===== src/rtl/alu_wide_seq.sv =====
// Multi-cycle wide add/sub/logic sequencer driving an external 8-bit ALU one byte per
// cycle, least-significant byte first, with the carry chained through the ALU.
module alu_wide_seq #(
    parameter int unsigned NBYTES = 2
) (
    input  logic                  clk,
    input  logic                  reset,
    input  logic                  start,
    input  logic [2:0]            op,
    input  logic                  cin,
    input  logic [8*NBYTES-1:0]   opa,
    input  logic [8*NBYTES-1:0]   opb,
    output logic                  busy,
    output logic                  done,
    output logic                  err,
    output logic [8*NBYTES-1:0]   result,
    output logic                  cout,
    output logic                  zflag,
    output logic [1:0]            alu_type,
    output logic [2:0]            alu_mop,
    output logic [7:0]            alu_a,
    output logic [7:0]            alu_b,
    output logic                  alu_sci,
    input  logic [7:0]            alu_rslt,
    input  logic                  alu_sco
);

    localparam int unsigned W    = 8 * NBYTES;
    localparam int unsigned IdxW = (NBYTES > 1) ? $clog2(NBYTES) : 1;
    localparam logic [IdxW-1:0] LastIdx = IdxW'(NBYTES - 1);

    localparam logic [2:0] OpAdd = 3'b000;
    localparam logic [2:0] OpSub = 3'b001;
    localparam logic [2:0] OpXor = 3'b100;

    typedef enum logic [1:0] {StIdle, StRun, StDone} state_e;

    state_e          state_q, state_d;
    logic [IdxW-1:0] idx_q, idx_d;
    logic [W-1:0]    a_q, a_d;
    logic [W-1:0]    b_q, b_d;
    logic [2:0]      op_q, op_d;
    logic            carry_q, carry_d;
    logic [W-1:0]    result_q, result_d;
    logic            cout_q, cout_d;
    logic            zflag_q, zflag_d;
    logic            err_q, err_d;

    logic            is_arith;
    logic [7:0]      a_byte;
    logic [7:0]      b_byte;

    assign is_arith = (op_q == OpAdd) || (op_q == OpSub);
    assign a_byte   = a_q[8*idx_q +: 8];
    assign b_byte   = b_q[8*idx_q +: 8];

    always_comb begin
        state_d  = state_q;
        idx_d    = idx_q;
        a_d      = a_q;
        b_d      = b_q;
        op_d     = op_q;
        carry_d  = carry_q;
        result_d = result_q;
        cout_d   = cout_q;
        zflag_d  = zflag_q;
        err_d    = err_q;
        alu_mop  = 3'b000;
        alu_a    = 8'h00;
        alu_b    = 8'h00;
        alu_sci  = 1'b0;

        unique case (state_q)
            StIdle: begin
                if (start) begin
                    a_d      = opa;
                    b_d      = opb;
                    op_d     = op;
                    idx_d    = '0;
                    result_d = '0;
                    cout_d   = 1'b0;
                    zflag_d  = 1'b1;
                    carry_d  = (op == OpAdd) ? cin : (op == OpSub);
                    if (op > OpXor) begin
                        err_d   = 1'b1;
                        state_d = StDone;
                    end else begin
                        err_d   = 1'b0;
                        state_d = StRun;
                    end
                end
            end
            StRun: begin
                alu_a   = a_byte;
                // Subtraction is A + ~B + 1; the +1 is the carry seeded at start.
                alu_b   = (op_q == OpSub) ? ~b_byte : b_byte;
                alu_mop = is_arith ? 3'b000 : op_q;
                alu_sci = is_arith ? carry_q : 1'b0;
                result_d[8*idx_q +: 8] = alu_rslt;
                if (is_arith) begin
                    carry_d = alu_sco;
                end
                if (idx_q == LastIdx) begin
                    state_d = StDone;
                    cout_d  = is_arith ? alu_sco : 1'b0;
                    zflag_d = (result_d == '0);
                end else begin
                    idx_d = idx_q + IdxW'(1);
                end
            end
            StDone: begin
                state_d = StIdle;
            end
            default: begin
                state_d = StIdle;
            end
        endcase
    end

    always_ff @(posedge clk) begin
        if (reset) begin
            state_q  <= StIdle;
            idx_q    <= '0;
            a_q      <= '0;
            b_q      <= '0;
            op_q     <= 3'b000;
            carry_q  <= 1'b0;
            result_q <= '0;
            cout_q   <= 1'b0;
            zflag_q  <= 1'b1;
            err_q    <= 1'b0;
        end else begin
            state_q  <= state_d;
            idx_q    <= idx_d;
            a_q      <= a_d;
            b_q      <= b_d;
            op_q     <= op_d;
            carry_q  <= carry_d;
            result_q <= result_d;
            cout_q   <= cout_d;
            zflag_q  <= zflag_d;
            err_q    <= err_d;
        end
    end

    assign busy     = (state_q != StIdle);
    assign done     = (state_q == StDone);
    assign err      = (state_q == StDone) && err_q;
    assign result   = result_q;
    assign cout     = cout_q;
    assign zflag    = zflag_q;
    assign alu_type = 2'b00;

endmodule

===== config.mk =====
export PLATFORM = sky130hd
export DESIGN_NAME = alu_wide_seq
export DESIGN_NICKNAME = d
export VERILOG_FILES = /design/src/rtl/alu_wide_seq.sv
export SDC_FILE = /design/constraint.sdc
export NUM_CORES = 1
export LEC_CHECK = 0
export CORE_ASPECT_RATIO = 0.75
export CORE_UTILIZATION = 45
export DETAILED_ROUTE_END_ITERATION = 12
export MAX_ROUTING_LAYER = met4
export PLACE_DENSITY_LB_ADDON = 0.15
export SLEW_MARGIN = 0
export SYNTH_ARGS = -nofsm -noshare
export SYNTH_HDL_FRONTEND = slang
export SYNTH_SLANG_ARGS = --single-unit
export TNS_END_PERCENT = 50

===== constraint.sdc =====
create_clock -name clk -period 1.5 [get_ports clk]
set_input_delay 0.3 -clock clk [delete_from_list [all_inputs] [get_ports clk]]
set_output_delay 0.3 -clock clk [all_outputs]
set_load 0.1 [all_outputs]

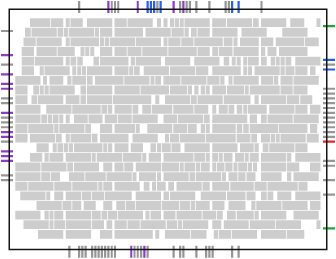
Fig. 1. Pin placement (run 1).
Pins as bars across the die edge, other pins in gray.
green -> alu_type  # pins 2, direction output, edge right
blue -> alu_a  # pins 8, direction output, edge 6 top, 2 right
red -> alu_sco  # pins 1, direction input, edge right
purple -> opb  # pins 16, direction input, edge 10 left, 4 top, 2 bottom

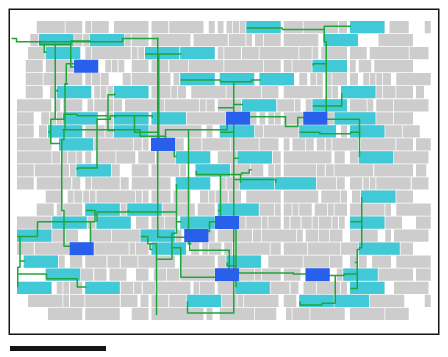
Fig. 2. Clock distribution (run 1).
Bar = 20 um.
blue -> clock drivers  # count 9
green -> clock wires  # length 799 um
cyan -> flip-flops  # count 58
routed clock nets = 10
flops lie = spread over the die

==> impl_metrics.json, run 1 <==
{
  "outcome": "finished, violations left",
  "violations": "setup timing",
  "finalSetupViolations": 32,
  "totalPowerFinal_mw": 4.86,
  "comb_area_um2": 1780,
  "cp_slowest_cell": "dfxtp_4",
  "yosys_cells": 319,
  "cts.repair.resized": 41,
  "seqCellArea_um2": 1180,
  "clock.latency.late_pin_ps": 350,
  "fin_ws_ps": -386,
  "vdd_drop_max_uv": 742,
  "maxSlewViolCount": 0,
  "top_usage_layer": "met2",
  "buffers": 122,
  "drc": 0,
  "n_all_inverters": 5,
  "cap_viol_max_count": 0,
  "die_w_um": 89.3,
  "sh_comb_area_pct": 36.0,
  "num_rows": 23,
  "ys_sh_aoi_pct": 15.2,
  "cp.arrival_ps": 1590,
  "drt-met1-wl_um": 4340,
  "layout_top_cell": "nand2_1",
  "hold-path-endpoint": "cout$_SDFFE_PP0P_",
  "area_growth_pct": 92.0,
  "hold-path-cell-count": 2,
  "dr_wl_met3_um": 1130,
  "htreeDepth": 3,
  "synth.most_common_cell": "nand2_1"
}
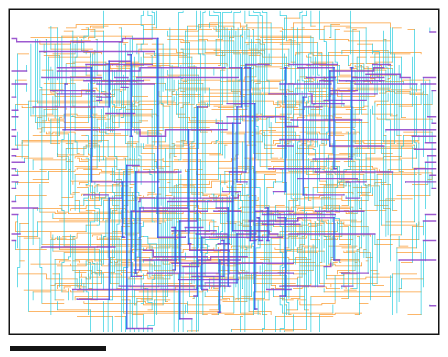
Fig. 3. Wiring by layer (run 1).
Bar = 20 um.
orange -> metal 1  # wire length 4340 um
purple -> metal 3  # wire length 1130 um
cyan -> metal 2  # wire length 5600 um
blue -> metal 4  # wire length 650 um

## Run 2: what changed since run 1
--- a/config.mk
+++ b/config.mk
@@ -5,11 +5,12 @@
 export SDC_FILE = /design/constraint.sdc
 export NUM_CORES = 1
 export LEC_CHECK = 0
-export CORE_ASPECT_RATIO = 0.75
 export CORE_UTILIZATION = 45
 export DETAILED_ROUTE_END_ITERATION = 12
+export GPL_ROUTABILITY_DRIVEN = 1
 export MAX_ROUTING_LAYER = met4
 export PLACE_DENSITY_LB_ADDON = 0.15
+export REMOVE_ABC_BUFFERS = 1
 export SLEW_MARGIN = 0
 export SYNTH_ARGS = -nofsm -noshare
 export SYNTH_HDL_FRONTEND = slang
==> impl_metrics.json, run 2 <==
{
  "outcome": "finished, violations left",
  "violations": "setup timing",
  "drc": 0,
  "synth.most_common_cell": "nand2_1",
  "sh_comb_area_pct": 30.5,
  "layout_top_cell": "nand2_1",
  "cp.arrival_ps": 1510,
  "firstDrtPassIters": 4,
  "max_freq_mhz": 551,
  "num_rows": 27,
  "syn_avg_cell_area_um2": 8.06,
  "hold-path-cell-count": 2,
  "cp.depth": 6,
  "dr_wl_met3_um": 356,
  "port_buffers": 88,
  "top_usage_layer": "met2",
  "htreeDepth": 3,
  "finalSetupViolations": 23,
  "totalPowerFinal_mw": 4.20,
  "cts.repair.resized": 31,
  "wl_um": 7130,
  "cp_slowest_cell": "dfxtp_2",
  "maxSlewViolCount": 0,
  "buffers": 122,
  "worst_path_dominant_cell_family": "simple AND/OR/NAND/NOR gates",
  "n_all_inverters": 5,
  "drt-met1-wl_um": 3070,
  "area_growth_pct": 71.1,
  "fin_ws_ps": -314,
  "yosys_cells": 319,
  "ys_sh_aoi_pct": 15.2,
  "hold-path-endpoint": "result[7]$_SDFFE_PP0P_",
  "clock.latency.late_pin_ps": 330,
  "numSynthFlops": 58,
  "comb_area_um2": 1340,
  "vdd_drop_max_uv": 665
}
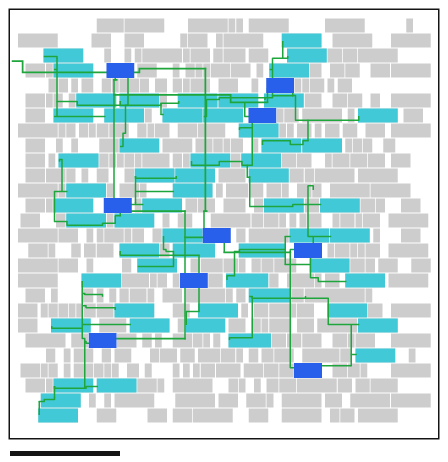
Fig. 4. Clock distribution (run 2).
Bar = 20 um.
blue -> clock drivers  # count 9
cyan -> flip-flops  # count 58
green -> clock wires  # length 687 um
routed clock nets = 10

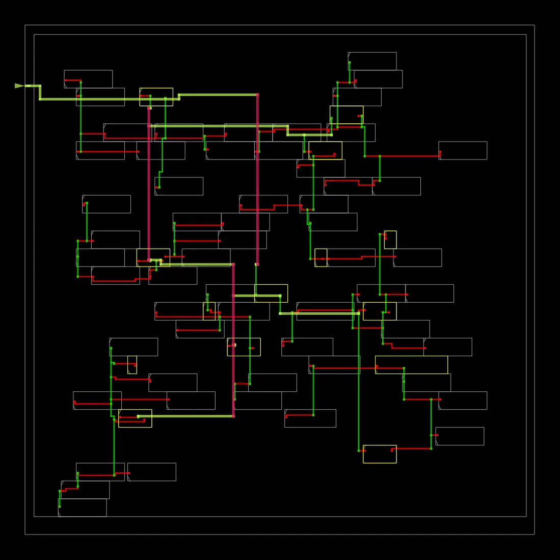
Fig. 5. Clock wiring as the flow saved it (run 2).
# clock sinks: 58
Final Skew: 5.19 ps
CTS buffer count: 9

